--- config.mk ---
export PLATFORM = sky130hd
export DESIGN_NAME = lab_3_input_conditioner
export DESIGN_NICKNAME = d
export VERILOG_FILES = /design/src/rtl/lab_3_pkg.sv /design/src/rtl/lab_3_input_conditioner_debounce_bit.sv /design/src/rtl/lab_3_input_conditioner.sv
export SDC_FILE = /design/constraint.sdc
export NUM_CORES = 1
export LEC_CHECK = 0
export CAP_MARGIN = 30
export CORE_ASPECT_RATIO = 1.75
export CORE_MARGIN = 2
export CORE_UTILIZATION = 55
export CTS_CLUSTER_SIZE = 24
export DETAILED_ROUTE_END_ITERATION = 10
export PLACE_DENSITY_LB_ADDON = 0.3
export SKIP_LAST_GASP = 1
export SLEW_MARGIN = 20
export SYNTH_ARGS = -nofsm -noshare
export SYNTH_HDL_FRONTEND = slang
export SYNTH_HIERARCHICAL = 1
export SYNTH_SLANG_ARGS = --single-unit
--- constraint.sdc ---
create_clock -name clk -period 1.7 [get_ports clk]
set_clock_uncertainty 0.05 [all_clocks]
set_input_delay 0.17 -clock clk [delete_from_list [all_inputs] [get_ports clk]]
set_output_delay 0.17 -clock clk [all_outputs]
set_load 0.005 [all_outputs]
--- src/rtl/lab_3_pkg.sv ---
// lab_3_pkg
// Shared types and helpers for the slide-switch input conditioner.
//   db_state_t     : per-bit debounce FSM state
//   NUM_SW         : number of switch bits feeding the a/b/c logic block
//   db_count_width : width of a debounce counter that must reach DEBOUNCE_CYCLES
package lab_3_pkg;

    typedef enum logic {
        STABLE,
        COUNTING
    } db_state_t;

    localparam int NUM_SW = 3;

    // The counter never exceeds DEBOUNCE_CYCLES-1, but the extra headroom
    // of $clog2(n+1) keeps the width at least 1 bit when n is 1.
    function automatic int db_count_width(input int debounce_cycles);
        return $clog2(debounce_cycles + 1);
    endfunction

endpackage : lab_3_pkg

--- src/rtl/lab_3_input_conditioner_debounce_bit.sv ---
// debounce_bit
// One switch bit: SYNC_STAGES-deep synchroniser followed by a debounce FSM.
// Ports:
//   clk    : system clock, all state on the rising edge
//   rst_n  : asynchronous active-low reset, clears synchroniser, FSM, counter, level
//   sw     : raw asynchronous switch level
//   level  : registered debounced level
//   update : high in the cycle before the edge on which level flips; it is a
//            function of registered state only, so the parent can register it
//            into a strobe that lines up exactly with the new level.
module debounce_bit
    import lab_3_pkg::*;
#(
    parameter int SYNC_STAGES     = 2,
    parameter int DEBOUNCE_CYCLES = 1000000
) (
    input  logic clk,
    input  logic rst_n,
    input  logic sw,
    output logic level,
    output logic update
);

    localparam int CNT_W = db_count_width(DEBOUNCE_CYCLES);
    localparam logic [CNT_W-1:0] LAST_COUNT = CNT_W'(DEBOUNCE_CYCLES - 1);
    localparam logic [CNT_W-1:0] FIRST_COUNT = CNT_W'(1);

    logic [SYNC_STAGES-1:0] sync_ff;
    logic                   sync_s;

    db_state_t        state;
    db_state_t        state_nxt;
    logic [CNT_W-1:0] count;
    logic [CNT_W-1:0] count_nxt;
    logic             level_nxt;

    // Synchroniser stage: bit 0 samples the raw pin, the last bit is the
    // metastability-settled copy used by the FSM.
    assign sync_s = sync_ff[SYNC_STAGES-1];

    always_ff @(posedge clk or negedge rst_n) begin
        if (!rst_n) begin
            sync_ff <= '0;
            state   <= STABLE;
            count   <= '0;
            level   <= 1'b0;
        end else begin
            sync_ff <= {sync_ff[SYNC_STAGES-2:0], sw};
            state   <= state_nxt;
            count   <= count_nxt;
            level   <= level_nxt;
        end
    end

    // Debounce stage: a new level must mismatch the current output on
    // DEBOUNCE_CYCLES consecutive edges; any match in between restarts.
    always_comb begin
        state_nxt = state;
        count_nxt = count;
        level_nxt = level;
        update    = 1'b0;
        case (state)
            STABLE: begin
                if (sync_s != level) begin
                    if (DEBOUNCE_CYCLES == 1) begin
                        level_nxt = sync_s;
                        update    = 1'b1;
                    end else begin
                        count_nxt = FIRST_COUNT;
                        state_nxt = COUNTING;
                    end
                end
            end
            COUNTING: begin
                if (sync_s == level) begin
                    count_nxt = '0;
                    state_nxt = STABLE;
                end else if (count == LAST_COUNT) begin
                    level_nxt = sync_s;
                    update    = 1'b1;
                    count_nxt = '0;
                    state_nxt = STABLE;
                end else begin
                    count_nxt = count + 1'b1;
                end
            end
            default: begin
                count_nxt = '0;
                state_nxt = STABLE;
            end
        endcase
    end

endmodule : debounce_bit

--- src/rtl/lab_3_input_conditioner.sv ---
// lab_3_input_conditioner
// Conditions raw slide switches for the 3-input logic block (bit 2 -> a,
// bit 1 -> b, bit 0 -> c). Each bit is synchronised and debounced
// independently; a single strobe marks any cycle in which the output moves.
// Ports:
//   clk          : system clock
//   rst_n        : asynchronous active-low reset, clears all state
//   sw_in        : raw switch levels, asynchronous and bouncy
//   sw_out       : registered debounced levels
//   changed      : one-cycle pulse on the cycle sw_out takes a new value
//   changed_mask : which sw_out bits changed that cycle, zero otherwise
module lab_3_input_conditioner
    import lab_3_pkg::*;
#(
    parameter int WIDTH           = NUM_SW,
    parameter int SYNC_STAGES     = 2,
    parameter int DEBOUNCE_CYCLES = 1000000
) (
    input  logic             clk,
    input  logic             rst_n,
    input  logic [WIDTH-1:0] sw_in,
    output logic [WIDTH-1:0] sw_out,
    output logic             changed,
    output logic [WIDTH-1:0] changed_mask
);

    logic [WIDTH-1:0] update;

    for (genvar i = 0; i < WIDTH; i++) begin : g_bit
        debounce_bit #(
            .SYNC_STAGES    (SYNC_STAGES),
            .DEBOUNCE_CYCLES(DEBOUNCE_CYCLES)
        ) u_debounce_bit (
            .clk   (clk),
            .rst_n (rst_n),
            .sw    (sw_in[i]),
            .level (sw_out[i]),
            .update(update[i])
        );
    end

    // Strobe stage: update is asserted the cycle before each level flip, so
    // registering it here places mask and strobe on the same edge as sw_out.
    always_ff @(posedge clk or negedge rst_n) begin
        if (!rst_n) begin
            changed_mask <= '0;
            changed      <= 1'b0;
        end else begin
            changed_mask <= update;
            changed      <= |update;
        end
    end

endmodule : lab_3_input_conditioner

Cell density map:
(4 px per µm) The die is cut into 7 by 12 equal tiles; dark blue is low, red is high, 0 to 100% covered.
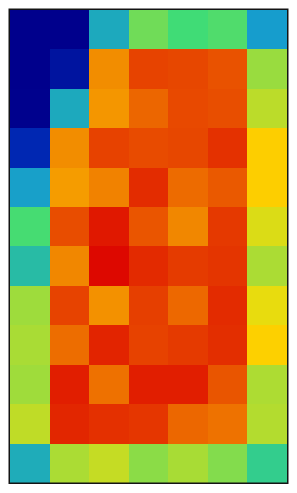
The emptiest ninth of the die: north-west. The mean over all tiles is 73%. 61% of the tiles are over 75% full. 4.8% of the tiles are nearly empty. The fullest tile reaches 99%.

Track usage over the die:
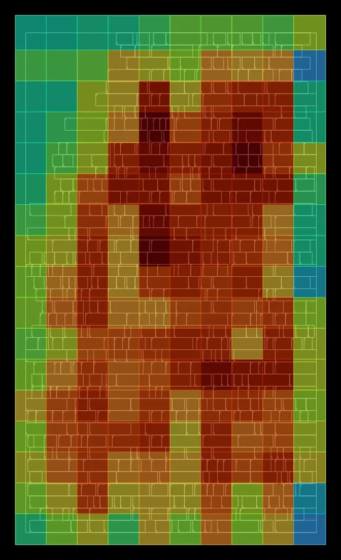
met1 Usage GRT: 32.1%
layer with the highest usage: met2
Core Util, Final: 84.0%
WL per Instance: 22.0 µm

Metal 4:
(4 px per µm) Supply wires on this layer in gray.
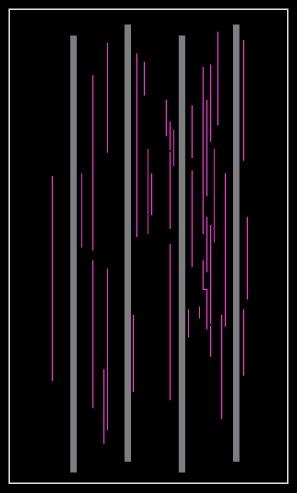
The layer holds 5.6% of the routed length. The layer carries 792 µm of wire. 33 nets have wire on it.

==> flow_metrics.tcl <==
# flow metrics
set metrics [dict create \
    fin_area_um2 6080 \
    io_pins 12 \
    place_hpwl_um 7190 \
    top_area_cell "dfrtp_1" \
    setup_slack_ns -0.201 \
    critPathArrivalTime_ns 2.07 \
    numSynthFlops 76 \
    slew_headroom_pct 60.4 \
    tns_ns -5.42 \
    final_cell_mix "98 x buf_4, 73 x dfrtp_1, 36 x a31oi_1, 33 x nand2_1" \
    reg2reg_depth 9 \
    critPathCaptureType "flip-flop" \
    final_layout_size_suffix_gt1_share_pct 40.6 \
    hold_buffers 1 \
    drc_errors 0 \
    hold_slack_ns 0.218 \
    grt_pass1_vias 4143 \
    grt_max_degree 46 \
    violations "negative setup slack" \
    mostFrequentLayoutCell "buf_4" \
    grt_use_met2_pct 54.6 \
    timing.fmax_mhz 526 \
    hold_viol 0 \
    nets 559 \
    overflow 0 \
    clk_latency_ns 0.34 \
    cts.sinks 76 \
    ys_seq_share_pct 46.5 \
    warning_count 29 \
    logic_family "simple AND/OR/NAND/NOR gates" \
    cts_max_level 3 \
    ys_sh_aoi_pct 18.5 \
    crit_buf_inv 3 \
    crit_chain "ha_2 > nand4_1 > buf_4 > nor2_4 > a31oi_4 > buf_12 > buf_8 > a21oi_4 > o21ai_1" \
    yosys_warnings 6 \
    worst_r2r_endpoint "g_bit[1].u_debounce_bit/count[7]" \
    grt_pass1_wl_um 19400 \
    worstPathRequired_ns 1.87 \
    netlist_instances 414 \
    crit_slowest_cell "dfrtp_1" \
    io_buffers 11 \
    postCtsSetupRepairBufs 10 \
    routed_via_density 6.67 \
    setup_viol 56 \
    die_w_um 69.2 \
    mux_share_pct 2.29 \
    power_density_nw_per_um2 732 \
    syn_area_um2 4090 \
    syn-num-nets 422 \
    crit_start "g_bit[1].u_debounce_bit/count[1]" \
    fp_util_pct 56.6 \
    place_ws_ns -0.239 \
    avgSynthCellArea_um2 9.89 \
    topCellsByArea "dfrtp_1 46%, a31oi_1 6.1%, nand2_1 3.5%, a21oi_1 3.3%, nand3_1 3.3%" \
    synth_cell_types 39 \
    top_area_share_pct 46.5 \
    vias 4280 \
    p_leak_nw 2.79 \
    dp_cells 588 \
    gr-usage-all-layers_pct 29.7 \
    crit_type "reg2reg" \
    yosys_area_um2 4090 \
    status "complete, but fails checks" \
    cts_resized 28 \
    slew_viol_final 0 \
    rows 41 \
    wl_met2_um 7730 \
    routed-wl-met3_um 857 \
    edf_count 0 \
    ys_sh_simple_pct 25.9 \
    maxCapViolations 0 \
    core_area_um2 7230 \
    finalCriticalPeriod_ns 1.90 \
    cts_buffer_depth 2 \
    start_kind "flip-flop" \
    synth-xor-area-share_pct 1.93 \
    rsz0062_at_grt "true" \
    cts_buffers 9 \
    hold_depth 1 \
    cts_tree "done" \
    hp-class "in2reg" \
    place_area_um2 4940 \
    most_common_cell "dfrtp_1" \
    die_h_um 118 \
    worst_pin_slew_ns 0.594 \
    ys_async_sr_fraction_pct 100 \
    synth-main-ff-cell "dfrtp_1" \
    worstHoldStart "sw_in[1]" \
    ys_cells 414 \
    synthTopCellsByCount "76 x dfrtp_1, 40 x a31oi_1, 38 x nand2_1, 27 x a21oi_1, 27 x nand3_1" \
    crit_family "buffers and inverters" \
    fin_crit_sh_pct 112 \
    peakVddDrop_uv 534 \
    adder_share_pct 0.917 \
    antenna_found_initial 0 \
    die_area_um2 8180 \
    cp_slowest_stage_delay_ns 0.35 \
    wl_um 14100 \
    wl_met1_um 4760 \
    r2r_slack_ns -0.20 \
    use_met3_pct 5.54 \
    worstPathMaxFanout 7 \
    gp_congestion 0.867 \
    first_pass_iters 7 \
    power_mw 4.45 \
    cp_num_cells 9 \
]
[final cells by class]
cell class,count,area [µm²]
Tap cell,86,108
Timing Repair Buffer,138,1250
Sequential cell,76,1910
Multi-Input combinational cell,313,2440
Inverter,13,48.8
Clock buffer,11,243
Fill cell,343,1160
Clock inverter,5,75.1
[report_power, final]
| group | switching [mW] | internal [mW] |
|---|---|---|
| Clock | 0.752 | 1.32 |
| Sequential | 0.0495 | 1.85 |
| Combinational | 0.257 | 0.223 |
| Total | 1.06 | 3.39 |
[sequential cells by signal, summed over array words and instances, names as in the netlist]
name / count
g_bit.u_debounce_bit/level: 3
g_bit.u_debounce_bit/state: 3
g_bit.u_debounce_bit/sync_ff: 6
changed_mask: 3
g_bit.u_debounce_bit/count: 60
changed: 1
